==> run_1/m1.png <==
Scale bar: 100 um. Supply wires on this layer in gray. Cells faint in the background.
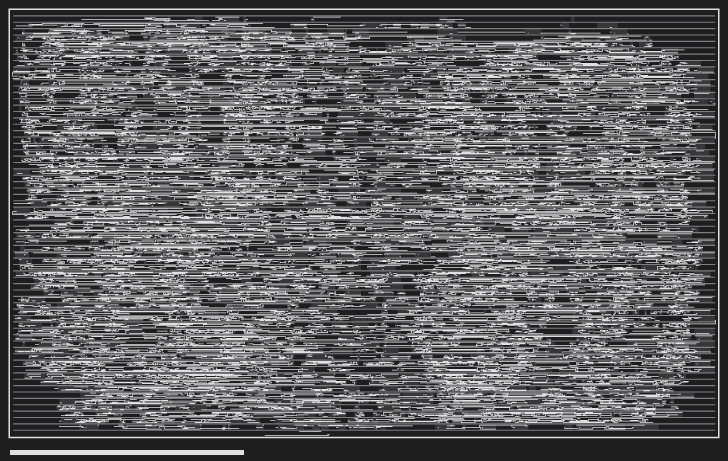
==> run_1/m2.png <==
Scale bar: 100 um. Cells faint in the background.
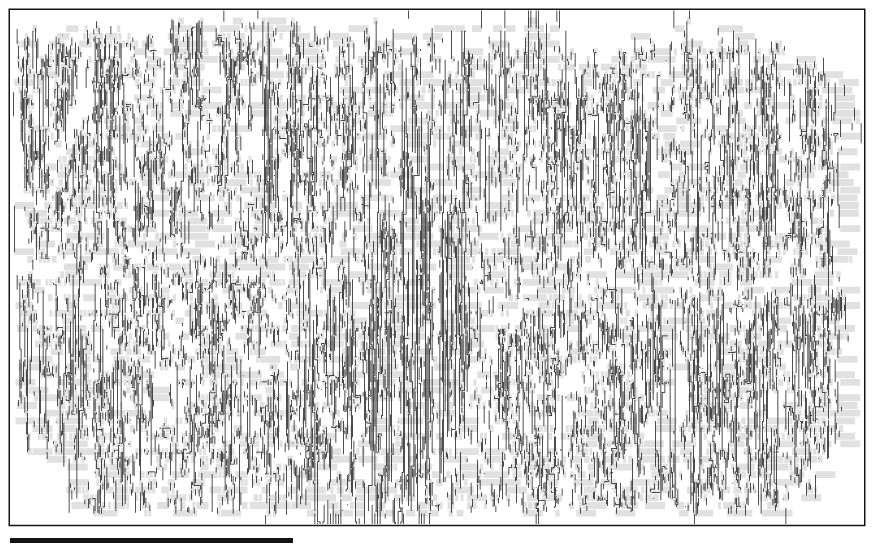
==> run_1/congestion_map.png <==
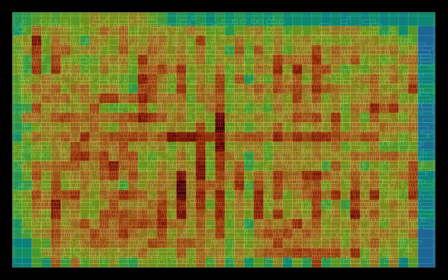
==> run_1/closeup.png <==
Scale bar: 10 um. Window x 131 to 171, y 35 to 75 um. Cells in gray, sequential cells in the stronger gray; small squares are vias.
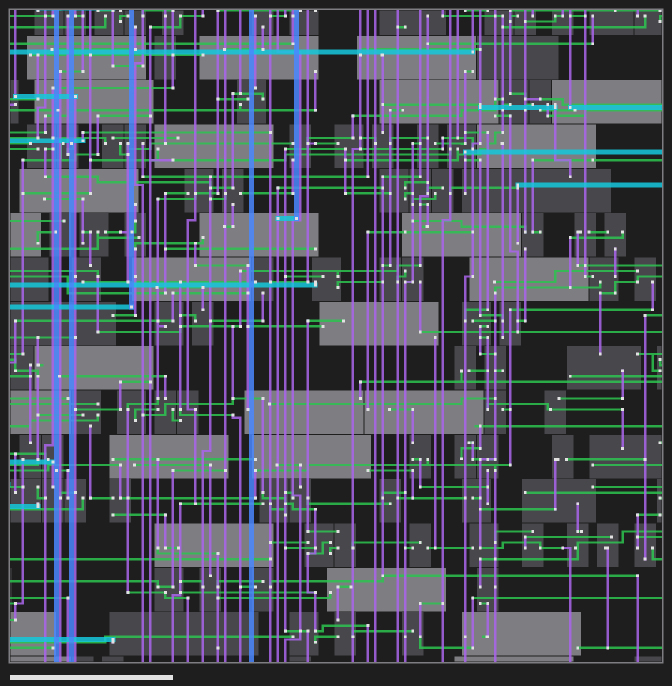
`config.mk`:
```
export PLATFORM = sky130hd
export DESIGN_NAME = clk_div_multi
export DESIGN_NICKNAME = d
export VERILOG_FILES = /design/src/rtl/clk_div_pkg.sv /design/src/rtl/clk_div_chan.sv /design/src/rtl/clk_div_multi.sv
export SDC_FILE = /design/constraint.sdc
export NUM_CORES = 1
export LEC_CHECK = 0
export ABC_AREA = 1
export CAP_MARGIN = 0
export CORE_ASPECT_RATIO = 0.6
export CORE_UTILIZATION = 50
export DETAILED_ROUTE_END_ITERATION = 12
export MAX_ROUTING_LAYER = met4
export PLACE_DENSITY_LB_ADDON = 0.08
export SETUP_SLACK_MARGIN = 0.1
export SLEW_MARGIN = 40
export SYNTH_ARGS = -nofsm -noshare
export SYNTH_HDL_FRONTEND = slang
export SYNTH_SLANG_ARGS = --single-unit
```
`constraint.sdc`:
```
create_clock -name fsys -period 7.6 [get_ports fsys]
set_input_delay 1.52 -clock fsys [delete_from_list [all_inputs] [get_ports fsys]]
set_output_delay 1.52 -clock fsys [all_outputs]
set_load 0.1 [all_outputs]
```
`src/rtl/clk_div_pkg.sv`:
```
// Shared helpers for the multi-channel clock-enable/divider generator.
// Holds the channel-select width helper, the half-period helper and the per-cycle channel action type.
package clk_div_pkg;

    // What a channel does on the coming edge, in priority order SYNC > STOP > WRAP > COUNT.
    typedef enum logic [1:0] {
        ACT_COUNT = 2'd0,
        ACT_WRAP  = 2'd1,
        ACT_STOP  = 2'd2,
        ACT_SYNC  = 2'd3
    } chan_act_e;

    function automatic int ch_width(input int nch);
        return ($clog2(nch) > 0) ? $clog2(nch) : 1;
    endfunction

    function automatic logic [31:0] ceil_half(input logic [31:0] n);
        return n - (n >> 1);
    endfunction

endpackage

```
`src/rtl/clk_div_chan.sv`:
```
// One divider channel: counter, active/shadow divisor, pending flag, registered tick and out.
// Divisor changes only take effect at a period boundary or while stopped, so out never shows a runt.
module clk_div_chan
    import clk_div_pkg::*;
#(
    parameter int WIDTH     = 26,
    parameter int DEFAULT_N = 2
) (
    input  logic             i_clk,
    input  logic             i_rst_n,
    input  logic             i_en,
    input  logic             i_sync,
    input  logic             i_ld,
    input  logic [WIDTH-1:0] i_n,
    output logic             o_tick,
    output logic             o_out,
    output logic             o_pend
);

    logic [WIDTH-1:0] r_cnt, r_div, r_shadow;
    logic             r_pend, r_tick, r_out;

    logic [WIDTH-1:0] w_cnt_next, w_div_next, w_shadow_next;
    logic             w_pend_next, w_tick_next, w_out_next;
    chan_act_e        w_act;

    always_comb begin
        w_act = ACT_COUNT;
        if (i_en && i_sync)
            w_act = ACT_SYNC;
        else if (!i_en || (r_div == '0))
            w_act = ACT_STOP;
        else if (r_cnt == r_div - WIDTH'(1))
            w_act = ACT_WRAP;
    end

    always_comb begin
        w_cnt_next    = '0;
        w_div_next    = r_div;
        w_shadow_next = r_shadow;
        w_pend_next   = r_pend;
        w_tick_next   = 1'b0;
        w_out_next    = 1'b0;

        // Any boundary (wrap, stop, sync) is a safe point to switch divisors.
        if ((w_act != ACT_COUNT) && r_pend) begin
            w_div_next  = r_shadow;
            w_pend_next = 1'b0;
        end

        case (w_act)
            ACT_COUNT: w_cnt_next  = r_cnt + WIDTH'(1);
            ACT_WRAP:  w_tick_next = 1'b1;
            default:   w_cnt_next  = '0;
        endcase

        w_out_next = (w_act != ACT_STOP) &&
                     (32'(w_cnt_next) < ceil_half(32'(w_div_next)));

        // A load landing on a boundary stays pending for the next one.
        if (i_ld) begin
            w_shadow_next = i_n;
            w_pend_next   = 1'b1;
        end
    end

    always_ff @(posedge i_clk) begin
        if (!i_rst_n) begin
            r_cnt    <= '0;
            r_div    <= WIDTH'(DEFAULT_N);
            r_shadow <= WIDTH'(DEFAULT_N);
            r_pend   <= 1'b0;
            r_tick   <= 1'b0;
            r_out    <= 1'b0;
        end else begin
            r_cnt    <= w_cnt_next;
            r_div    <= w_div_next;
            r_shadow <= w_shadow_next;
            r_pend   <= w_pend_next;
            r_tick   <= w_tick_next;
            r_out    <= w_out_next;
        end
    end

    assign o_tick = r_tick;
    assign o_out  = r_out;
    assign o_pend = r_pend;

endmodule

```
`src/rtl/clk_div_multi.sv`:
```
// Multi-channel programmable clock-enable/divider: load decode plus NCH independent channels.
// Optional CLK_DIV_PHASE_ALIGN_EN adds clk_div_sync to restart every enabled channel in phase.
module clk_div_multi
    import clk_div_pkg::*;
#(
    parameter int NCH       = 4,
    parameter int WIDTH     = 26,
    parameter int DEFAULT_N = 2
) (
    input  logic                      fsys,
    input  logic                      clk_div_rst_n,
`ifdef CLK_DIV_PHASE_ALIGN_EN
    input  logic                      clk_div_sync,
`endif
    input  logic [NCH-1:0]            clk_div_en,
    input  logic                      clk_div_ld,
    input  logic [ch_width(NCH)-1:0]  clk_div_ch,
    input  logic [WIDTH-1:0]          clk_div_n,
    output logic [NCH-1:0]            clk_div_pend,
    output logic [NCH-1:0]            clk_div_tick,
    output logic [NCH-1:0]            clk_div_out
);

    logic           w_sync;
    logic [NCH-1:0] w_ld;

`ifdef CLK_DIV_PHASE_ALIGN_EN
    assign w_sync = clk_div_sync;
`else
    assign w_sync = 1'b0;
`endif

    generate
        for (genvar gi = 0; gi < NCH; gi++) begin : g_chan
            // Channel numbers at or above NCH match no channel and are dropped.
            assign w_ld[gi] = clk_div_ld && (int'(clk_div_ch) == gi);

            clk_div_chan #(
                .WIDTH     (WIDTH),
                .DEFAULT_N (DEFAULT_N)
            ) u_chan (
                .i_clk   (fsys),
                .i_rst_n (clk_div_rst_n),
                .i_en    (clk_div_en[gi]),
                .i_sync  (w_sync),
                .i_ld    (w_ld[gi]),
                .i_n     (clk_div_n),
                .o_tick  (clk_div_tick[gi]),
                .o_out   (clk_div_out[gi]),
                .o_pend  (clk_div_pend[gi])
            );
        end
    endgenerate

endmodule
```
==> results.txt, run 1 <==
Inserted Clock Buffers: 36
Worst R2R Setup Slack: 1.20 ns
Critical Path Fanout Max: 55
Worst Hold Class: reg -> reg
Layout area overhead: 8.027%
pin count of the biggest net entering global routing: 120
CORE AREA: 52940 sq um
CP endpoint kind: flop
pwr/cell area: 195.2 nW/um^2
chip area: 54990 sq um
fp util: 51.02%
Late-Pin Clk Latency: 0.56 ns
Port Buffer Count: 46
Post-synth EDFFs: 0
worst r2r src: g_chan[1].u_chan.r_div[0]$_SDFF_PN0_
cts repair resizes: 0
sequential group share of total power: 31.5%
Clock Path Buffers: 3
WS Path Type: reg -> reg
clk root buf: clkbuf_16
Max Slew Vio Count: 0
Total Nets Final: 4521
Max-slew headroom: 41.35%
Post-Layout Cell Count: 5005
placed cells: 4942
chip width: 302.1 um
WL final: 85170 um
Clock power frac: 34.2%
P_leak: 14.95 nW
Setup Skew: 0.01626 ns
Mapped Cells: 4290
tool warnings: 36
Util after Layout: 55.11%
num ports: 47
Setup-failing EPs final: 0
DP HPWL: 68700 um
most instantiated cells after synthesis: nand2_1 (937), nor2_1 (622), inv_1 (567), dfxtp_1 (324), o21ai_0 (238)
CTS Hold Bufs: 0
placed instance area: 27900 sq um
Synth Flop Type: dfxtp_1
Top Layout Cells: nand2_1 (937), nor2_1 (622), inv_1 (564), dfxtp_1 (324), o21ai_0 (235)
Syn Area/Cell: 6.296 sq um
CTS tree: yes
CP top delay family: simple AND/OR/NAND/NOR gates
r2r endpoint: g_chan[1].u_chan.o_out$_SDFF_PN0_
RSZ-0062 raised after global routing: false
initial DRC count: 2674
routed vias: 26920
Largest cells by area: dfxtp_1 (24%), nand2_1 (13%), ha_1 (9.5%), nor2_1 (8.6%), inv_1 (7.9%)
post-place setup slack: 1.226 ns
top-count cell post-synth: nand2_1
Max Clock Freq: 156.3 MHz
Worst setup SP type: flop
vias in the first global route: 23800
post-synthesis sequential area ratio: 24.01%
asr flop ratio synth: 0%
Via-to-Cell Ratio: 5.378
Post-Synthesis Net Count: 4534
required time of the critical path: 8.09 ns
Max stage delay on crit path: 0.57 ns
H-tree levels: 2
Reg2Reg Depth: 36
final setup TNS: 0 ns
row count: 65
switching share of power: 37.63%
Psw: 2.144 mW
MaxCap Viol Count: 0
#FFs+latches synth: 324
run status: complete, no violations
Peak VDD IR: 0.0001292 V
Sink Count: 324
GPL Wtd Cong: 0.9953
Final Cycle Share: 84.20%
# Cells Yosys: 4290
Post-Syn Area: 27010 sq um
Die Ht: 182.0 um
share of layout cells above drive strength 1: 6.721%
GR Overflow Total: 0
Yosys warnings: 0
YS chip area: 27010 sq um
Back to the opening pictures, m1.png:
The layer carries 45.7 mm of wire. The longest straight run is 88.3 um. The wires run mostly horizontal.

Back to the opening pictures, m2.png:
The layer carries 29.5 mm of wire. 3426 nets have wire on it.

Back to the opening pictures, congestion_map.png:
GRT Resource Usage Total: 31.76%
wire length per cell: 17.02 um

Back to the opening pictures, closeup.png:
Purple marks M2. Green marks M1. Blue marks M4. Cyan marks M3.
116 logic cells have their middle in the window. Most frequent: nor2_1 (35), o21ai_0 (26), dfxtp_1 (23). Netlist names of flops here include g_chan.u_chan.r_shadow (16), g_chan.u_chan.r_div (7). Sequential cells in the window: 23.

run 1: worst register-to-register path: cells and delay by family (launching register included):
kind | cells | cell delay [ns]
AOI/OAI and AO/OA | 6 | 1.53
xor gates and xnor gates | 1 | 0.26
adders and majority gates | 3 | 0.92
buffers and inverters | 4 | 0.62
DFF | 1 | 0.35
and+or+nand+nor | 22 | 2.66
run 1: stage by stage:
stage               power, mW  hold slack (ns)
finish                  5.697           0.4511
global route            6.053           0.4844
detailed placement      3.733           0.4477
global placement        3.726           0.4420
CTS                     5.687           0.4559
floorplan               3.252           0.4245
run 1: how the worst min path moves through the flow:
| stage | end | start | cells past startpoint |
|---|---|---|---|
| finish | g_chan[3].u_chan.r_shadow[21]$_SDFFE_PN0P_ | g_chan[3].u_chan.r_shadow[21]$_SDFFE_PN0P_ | 2 |
| global route | g_chan[3].u_chan.r_shadow[12]$_SDFFE_PN0P_ | g_chan[3].u_chan.r_shadow[12]$_SDFFE_PN0P_ | 2 |
| CTS | g_chan[3].u_chan.r_shadow[21]$_SDFFE_PN0P_ | g_chan[3].u_chan.r_shadow[21]$_SDFFE_PN0P_ | 2 |
| detailed placement | g_chan[3].u_chan.r_shadow[21]$_SDFFE_PN0P_ | g_chan[3].u_chan.r_shadow[21]$_SDFFE_PN0P_ | 2 |
| global placement | g_chan[3].u_chan.r_shadow[21]$_SDFFE_PN0P_ | g_chan[3].u_chan.r_shadow[21]$_SDFFE_PN0P_ | 2 |
| floorplan | g_chan[1].u_chan.r_shadow[2]$_SDFFE_PN0P_ | g_chan[1].u_chan.r_shadow[2]$_SDFFE_PN0P_ | 2 |
run 1: power groups by stage:
stage          Combinational [mW]  Clock (mW)  Sequential, mW
3_3_place_gp                 1.89           0            1.83
2_1_floorplan                1.44           0            1.81
6_report                     1.95        1.95            1.80
4_1_cts                      1.91        1.98            1.79
3_5_place_dp                 1.90           0            1.83
5_1_grt                      2.20        2.05            1.80
run 1: layer usage:
layer	track usage [%]	vias up	share of wire (%)	routed length [um]
met3	6.054	87	9.8	8376
met5	-	-	0	0
li1	-	13870	-	-
met4	6.606	0	1.9	1598
met2	38.11	964	35	29510
met1	51.61	12000	54	45690
run 1: flip-flops by register name, indices dropped and copies added, names as in the netlist:
| register | flops |
|---|---|
| g_chan.u_chan.r_cnt | 104 |
| g_chan.u_chan.o_pend | 4 |
| g_chan.u_chan.r_div | 104 |
| g_chan.u_chan.r_shadow | 104 |
| g_chan.u_chan.o_tick | 4 |
| g_chan.u_chan.o_out | 4 |
run 1: area by class of cell:
cell class / count / area [sq um]
fill: 5491 / 23770
sequential: 324 / 6486
tap: 703 / 879.6
multi-input combinational: 3252 / 17740
clock inverter: 14 / 237.7
antenna: 2 / 5.005
clock buffer: 47 / 1033
inverter: 597 / 2248
timing repair buffer: 66 / 545.5
run 1: cells by family after synthesis:
family | count (synthesis) | synth area share, %
multiplexers | 1 | 0.03706
adder cells (fa/ha/maj) | 209 | 9.792
AND-OR/OR-AND | 536 | 10.90
buffers and inverters | 714 | 10.30
XOR/XNOR | 217 | 7.087
flip-flops | 324 | 24.01
AND/OR/NAND/NOR | 2289 | 37.88
==> run 2, diff against run 1 <==
- clock period: 7.6 -> 6.3 ns (I/O delays scaled with it)
==> run_2/m2.png <==
Scale bar: 100 um. Cells faint in the background.
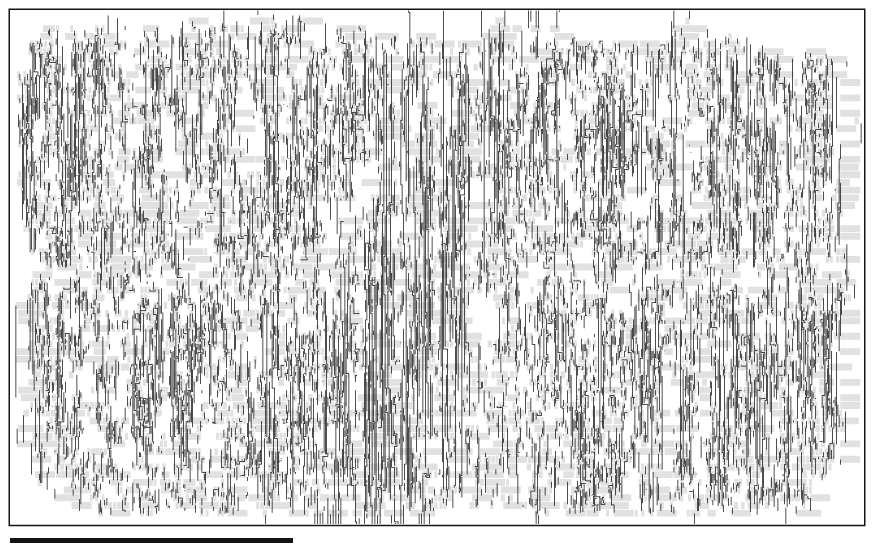
routed vias: 27050
M2 GR Usage: 39.08%
WL final: 84780 um

==> run_2/m1.png <==
Scale bar: 100 um. Supply wires on this layer in gray. Cells faint in the background.
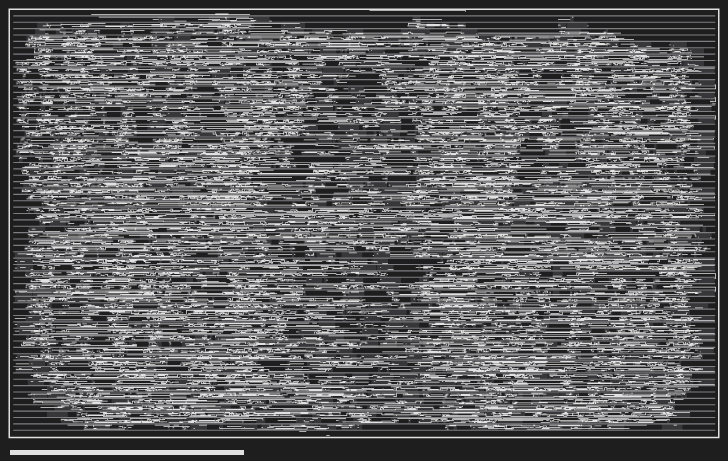
The layer holds 54% of the routed length. 4358 nets have wire on it. The longest straight run is 92.0 um.

==> run 2 against run 1 <==
Effect of this change:
- combinational power increased by about 20%
- cell count increased by 0.12%
- sequential share of layout area about the same
- non-clock buffer count increased by 5
- global-route usage decreased by 0.27 points
- wire length decreased by 0.46%
- via count increased by 0.51%
- sequential power increased by 21%
- first-iteration DRC count decreased by 1.0%
- largest power group unchanged
==> results.txt, run 2 <==
Clock power frac: 33.1% (-1.1 points)
chip area: 54990 sq um (unchanged)
# Cells Yosys: 4290 (unchanged)
Syn Area/Cell: 6.296 sq um (unchanged)
#FFs+latches synth: 324 (unchanged)
Via-to-Cell Ratio: 5.399 (+0.39%)
Peak VDD IR: 0.0002147 V (+66%)
Top Registers: g_chan.u_chan.r_cnt: 104 flops, g_chan.u_chan.r_div: 104 flops, g_chan.u_chan.r_shadow: 104 flops
Final Cycle Share: 94.03% (+9.8 points)
grt met3 use: 4.630% (-1.4 points)
post-place setup slack: 0.3202 ns (-0.9055 ns)
Top Layout Cells: nand2_1 (937), nor2_1 (622), inv_1 (564), dfxtp_1 (324), nand3_1 (223)
Layout area overhead: 8.097% (about the same)
initial DRC count: 2646 (-1.0%)
Setup Skew: 0.01704 ns (+0.0007826 ns)
WS Path Type: reg -> reg
H-tree levels: 2 (unchanged)
Max Clock Freq: 168.8 MHz (+8.0%)
YS chip area: 27010 sq um (unchanged)
Largest cells by area: dfxtp_1 (24%), nand2_1 (13%), ha_1 (9.5%), nor2_1 (8.6%), inv_1 (7.9%)
clk root buf: clkbuf_16
row count: 65 (unchanged)
Post-synth EDFFs: 0 (unchanged)
post-synthesis sequential area ratio: 24.01% (unchanged)
Yosys warnings: 0 (unchanged)
post-layout min period: 5.924 ns
DP HPWL: 68150 um (-0.80%)
final setup TNS: 0 ns (unchanged)
Unique masters post-synth: 58
Inserted Clock Buffers: 35 (-2.8%)
top-count cell post-synth: nand2_1
Clock Path Buffers: 3 (unchanged)
Port Buffer Count: 46 (unchanged)
switching share of power: 38.30% (+0.67 points)
sequential group share of total power: 32.1% (+0.6 points)
Pwr Total: 6.740 mW (+18%)
RSZ-0062 raised after global routing: true
P_leak: 14.96 nW (about the same)
fp util: 51.02% (unchanged)
Synth Flop Type: dfxtp_1
MaxCap Viol Count: 0 (unchanged)
CORE AREA: 52940 sq um (unchanged)
CP endpoint kind: flop
placed cells: 4947 (+0.10%)
Max stage delay on crit path: 0.61 ns (+0.04 ns)
M1 GR Usage: 51.25% (-0.36 points)
asr flop ratio synth: 0% (unchanged)
Final ANT Viol Nets: 0
Post-Syn Area: 27010 sq um (unchanged)
# diodes: 0 (-2)
CTS tree: yes
pin count of the biggest net entering global routing: 180 (+50%)
GR Overflow Total: 0 (unchanged)
Worst Hold Class: reg -> reg
run status: complete, no violations
Total Nets Final: 4525 (+0.088%)
most instantiated cells after synthesis: nand2_1 (937), nor2_1 (622), inv_1 (567), dfxtp_1 (324), o21ai_0 (238)
Worst setup SP type: flop
Max-slew headroom: 41.36% (about the same)
chip width: 302.1 um (unchanged)
GPL Wtd Cong: 0.9996 (+0.43%)
share of layout cells above drive strength 1: 7.103% (+0.38 points)
Die Ht: 182.0 um (unchanged)
Post-Layout Cell Count: 5011 (+0.12%)
Mapped Cells: 4290 (unchanged)
Worst EP arrival: 6.37 ns
Setup-failing EPs final: 0 (unchanged)
Combinational Power Share: 34.8%
Sink Count: 324 (unchanged)
Post-Synthesis Net Count: 4534 (unchanged)
Late-Pin Clk Latency: 0.57 ns (about the same)
Max Slew Vio Count: 0 (unchanged)
required time of the critical path: 6.74 ns (-1.35 ns)
vias in the first global route: 23870 (+0.31%)
pwr/cell area: 230.8 nW/um^2 (+18%)
Critical Path Fanout Max: 42 (-24%)
num ports: 47 (unchanged)
Psw: 2.581 mW (+20%)
tool warnings: 37 (+2.8%)
==> run_2/congestion_map.png <==
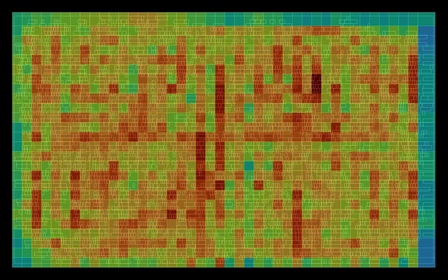
wire length per cell: 16.92 um
GRT Resource Usage Total: 31.49%
Util after Layout: 55.15%
GR peak layer: met1

run 2: kinds of logic (layout without fill, tap and decap cells):
| family | count (synthesis) | count (layout) | synth area share, % |
|---|---|---|---|
| AND-OR/OR-AND | 536 | 536 | 10.90 |
| AND/OR/NAND/NOR | 2289 | 2289 | 37.88 |
| flip-flops | 324 | 324 | 24.01 |
| multiplexers | 1 | 1 | 0.03706 |
| XOR/XNOR | 217 | 217 | 7.087 |
| buffers and inverters | 714 | 732 | 10.30 |
| adder cells (fa/ha/maj) | 209 | 209 | 9.792 |
run 2: path summary, 6_finish.rpt:
check / startpoint / endpoint / slack, ns / cells after the start
min reg2reg: g_chan[3].u_chan.r_shadow[3]$_SDFFE_PN0P_ / g_chan[3].u_chan.r_shadow[3]$_SDFFE_PN0P_ / 0.46 / 2
max: g_chan[1].u_chan.r_div[0]$_SDFF_PN0_ / g_chan[1].u_chan.o_out$_SDFF_PN0_ / 0.38 / 29
min: g_chan[3].u_chan.r_shadow[3]$_SDFFE_PN0P_ / g_chan[3].u_chan.r_shadow[3]$_SDFFE_PN0P_ / 0.46 / 2
max reg2reg: g_chan[1].u_chan.r_div[0]$_SDFF_PN0_ / g_chan[1].u_chan.o_out$_SDFF_PN0_ / 0.38 / 29
run 2: timing repair:
| action | in CTS | in global routing |
|---|---|---|
| endpoints found under the setup margin | 0 | 4 |
| gates resized | 0 | 24 |
| hold buffers | 0 | 0 |
run 2: power by group through the flow:
stage / clock, mW / combinational, mW / sequential [mW]
final: 2.23 / 2.34 / 2.17
after global routing: 2.35 / 2.64 / 2.17
after CTS: 2.27 / 2.29 / 2.16
after detailed placement: 0 / 2.28 / 2.21
after global placement: 0 / 2.28 / 2.21
after floorplan: 0 / 1.74 / 2.18
run 2: through the flow:
| step | cell area [sq um] | hold slack [ns] |
|---|---|---|
| 4_1_cts | 29160 | 0.4605 |
| 3_3_place_gp | 28000 | 0.4396 |
| 6_report | 29200 | 0.4629 |
| 3_5_place_dp | 27950 | 0.4522 |
| 5_1_grt | 29200 | 0.4923 |
| 2_1_floorplan | 27010 | 0.4245 |
run 2: final cells by class:
| cell class | count | area [sq um] |
|---|---|---|
| Clock buffer | 45 | 1013 |
| Clock inverter | 19 | 200.2 |
| Multi-Input combinational cell | 3252 | 17780 |
| Tap cell | 703 | 879.6 |
| Sequential cell | 324 | 6486 |
| Timing Repair Buffer | 71 | 586.8 |
| Inverter | 597 | 2253 |
| Fill cell | 5447 | 23750 |
run 2: routing by layer:
metal / vias up / part of all wire (%)
li1: 13860 / -
met1: 12160 / 54
met2: 955 / 36
met3: 83 / 8.8
met4: 0 / 1.8
met5: - / 0
run 2: worst max-delay path: cells and delay by family, from the launching register on:
| kind | cells | cell delay (ns) |
|---|---|---|
| and+or+nand+nor | 19 | 2.82 |
| AOI/OAI and AO/OA | 3 | 0.94 |
| adders and majority gates | 3 | 0.91 |
| buffers and inverters | 3 | 0.51 |
| DFF | 1 | 0.36 |
| xor gates and xnor gates | 1 | 0.22 |
==> run 3, diff against run 2 <==
- DONT_BUFFER_PORTS: default -> 1
- SKIP_CTS_REPAIR_TIMING: default -> 1
==> run_3/congestion_map.png <==
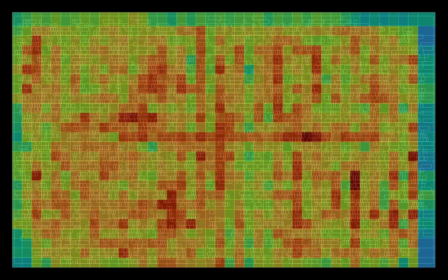
GRT Resource Usage Total: 31.86%
grt met3 use: 5.396%
M2 GR Usage: 39.77%
Util after Layout: 54.43%
wire length per cell: 17.19 um

==> run_3/m1.png <==
Scale bar: 100 um. Supply wires on this layer in gray. Cells faint in the background.
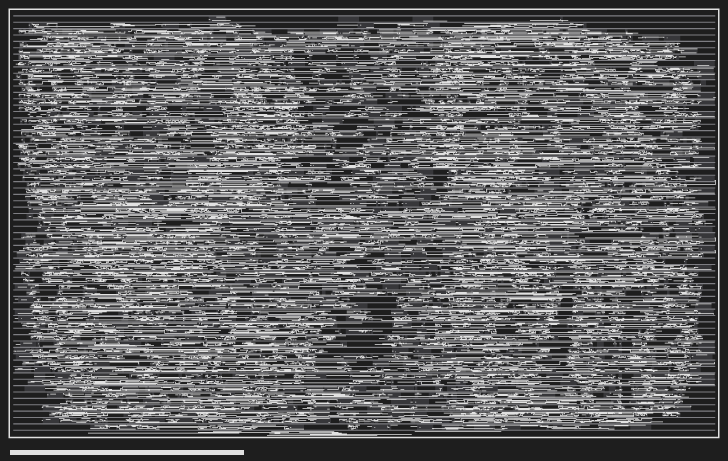
WL final: 85500 um
M1 GR Usage: 51.37%
routed vias: 26630

==> run_3/m2.png <==
Scale bar: 100 um. Cells faint in the background.
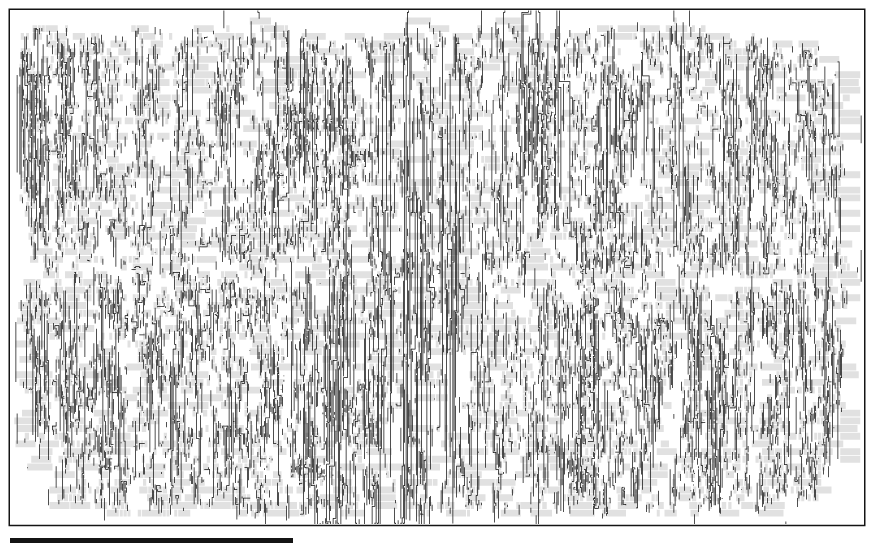

==> run 3 against run 2 <==
Effect of this change:
- worst hold slack worse by 0.0064 ns
- register-to-register slack better by 0.08 ns
- wire length grew 0.85%
- non-clock buffer count down 39
- sequential power about the same
- flip-flop count is the same
- via count is 1.6% lower
- clock power shrank 3%
- power is 1.3% lower
- synthesized cell count unchanged
- critical endpoint is now g_chan[2].u_chan.o_out$_SDFF_PN0_
- largest cell class unchanged
==> results.txt, run 3 <==
Unique masters post-synth: 58 (unchanged)
Top Layout Cells: nand2_1 (937), nor2_1 (622), inv_1 (564), dfxtp_1 (317), nand3_1 (223)
num ports: 47 (unchanged)
row count: 65 (unchanged)
Hold Path Sink: g_chan[3].u_chan.r_shadow[9]$_SDFFE_PN0P_
RSZ-0062 raised after global routing: true
Layout area overhead: 6.698%
post-synthesis sequential area ratio: 24.01% (unchanged)
Critical Path Fanout Max: 40 (-4.8%)
P_leak: 14.77 nW (-1.3%)
WHS Path Cells: 2 (unchanged)
Post-Syn Area: 27010 sq um (unchanged)
hold path startpoint: g_chan[3].u_chan.r_shadow[9]$_SDFFE_PN0P_
top-count cell post-synth: nand2_1
yosys simple share: 37.88% (unchanged)
Clock Path Buffers: 3 (unchanged)
Via-to-Cell Ratio: 5.354 (-0.83%)
Late-Pin Clk Latency: 0.56 ns (about the same)
Hold WS: 0.4565 ns (-0.006398 ns)
GPL Wtd Cong: 1.029 (+2.9%)
Synth Flop Type: dfxtp_1
clk root buf: clkbuf_16
CORE AREA: 52940 sq um (unchanged)
# diodes: 0 (unchanged)
post-layout min period: 5.848 ns (-0.07577 ns)
#FFs+latches synth: 324 (unchanged)
H-tree levels: 2 (unchanged)
MUX area fraction: 0.03706% (unchanged)
Port Buffer Count: 0 (-100%)
Post-synth EDFFs: 0 (unchanged)
final setup TNS: 0 ns (unchanged)
XOR/XNOR Fraction of Synth Area: 7.087% (unchanged)
Worst R2R Setup Slack: 0.45 ns (+0.08 ns)
Reg2Reg Depth: 34 (+17%)
Yosys warnings: 0 (unchanged)
DP HPWL: 69050 um (+1.3%)
placed instance area: 27590 sq um (-1.3%)
most instantiated cells after synthesis: nand2_1 (937), nor2_1 (622), inv_1 (567), dfxtp_1 (324), o21ai_0 (238)
Syn Area/Cell: 6.296 sq um (unchanged)
CTS tree: yes
initial DRC count: 2490 (-5.9%)
# Cells Yosys: 4290 (unchanged)
Post-Synthesis Net Count: 4534 (unchanged)
chip width: 302.1 um (unchanged)
Max-slew headroom: 45.75% (+4.4 points)
Worst Hold Class: reg -> reg
Mapped Cells: 4290 (unchanged)
run status: complete, no violations
Inserted Clock Buffers: 36 (+2.9%)
tool warnings: 37 (unchanged)
WS Path Type: reg -> reg
required time of the critical path: 6.78 ns (+0.04 ns)
fp util: 51.02% (unchanged)
chip area: 54990 sq um (unchanged)
r2r endpoint: g_chan[2].u_chan.o_out$_SDFF_PN0_
pwr/cell area: 230.8 nW/um^2 (about the same)
GR Overflow Total: 0 (unchanged)
Worst setup SP type: flop
## run 3: cell count changes in the layout (fill, tap and decap cells not counted), moves of 5 or more
cell | previous run | this run
o21ai_0 | 222 | 216
o21ai_1 | 27 | 32
dfxtp_1 | 324 | 317
clkdlybuf4s50_1 | 33 | 0
dfxtp_2 | 0 | 7
buf_2 | 13 | 0
## run 3: where the power goes
part / internal (mW) / switching (mW)
Clock: 1.19 / 0.974
Combinational: 0.766 / 1.55
Sequential: 2.11 / 0.0698
Total: 4.06 / 2.59
## run 3: final cells by class
type | instances | area, sq um | share of cell area, %
Tap cell | 703 | 879.6 | 3.052
Clock inverter | 19 | 152.6 | 0.5297
Inverter | 597 | 2248 | 7.802
Sequential cell | 324 | 6495 | 22.54
Multi-Input combinational cell | 3252 | 17780 | 61.68
Clock buffer | 46 | 1010 | 3.504
Timing Repair Buffer | 32 | 257.7 | 0.8943
## run 3: worst max path at each step
stage	from	endpoint	slack, ns	cells past startpoint
3_3_place_gp	g_chan[1].u_chan.r_div[0]$_SDFF_PN0_	g_chan[1].u_chan.o_out$_SDFF_PN0_	0.55	41
4_1_cts	g_chan[0].u_chan.r_div[0]$_SDFF_PN0_	g_chan[0].u_chan.o_out$_SDFF_PN0_	0.34	36
6_report	g_chan[2].u_chan.r_div[0]$_SDFF_PN0_	g_chan[2].u_chan.o_out$_SDFF_PN0_	0.45	34
3_5_place_dp	g_chan[0].u_chan.r_div[0]$_SDFF_PN0_	g_chan[0].u_chan.o_out$_SDFF_PN0_	0.35	36
5_1_grt	g_chan[1].u_chan.r_div[0]$_SDFF_PN0_	g_chan[1].u_chan.o_out$_SDFF_PN0_	0.08	36
2_1_floorplan	clk_div_en[0]	g_chan[0].u_chan.o_out$_SDFF_PN0_	1.21	29
## run 3: logic make-up (layout without fill, tap and decap cells)
logic type                 count (synthesis)  after routing
AOI/OAI and AO/OA                        536            536
xor gates and xnor gates                 217            217
adders and majority gates                209            209
buffers and inverters                    714            694
DFF                                      324            324
muxes                                      1              1
and+or+nand+nor                         2289           2289
## run 3: metal layers
metal  wire [um]  GRT usage [%]
met5           0              -
met4        1438          5.515
met1       46420          51.37
met3        7403          5.396
met2       30240          39.77
## run 3: per-stage QoR
step / setup slack (ns) / power [mW] / cells
2_1_floorplan: 1.207 / 3.923 / 4290
3_3_place_gp: 0.5452 / 4.458 / 4906
3_5_place_dp: 0.3547 / 4.462 / 4906
4_1_cts: 0.3375 / 6.626 / 4971
5_1_grt: 0.08047 / 7.064 / 4973
6_report: 0.4516 / 6.651 / 4973
## run 3: critical path: cells and delay by family, from the launching register on
family	cells	cell delay, ns
buffers and inverters	4	0.63
and+or+nand+nor	19	1.74
adders and majority gates	3	0.94
DFF	1	0.32
xor gates and xnor gates	2	0.51
AOI/OAI and AO/OA	6	1.59
Power is estimated from default activity; no workload was simulated.
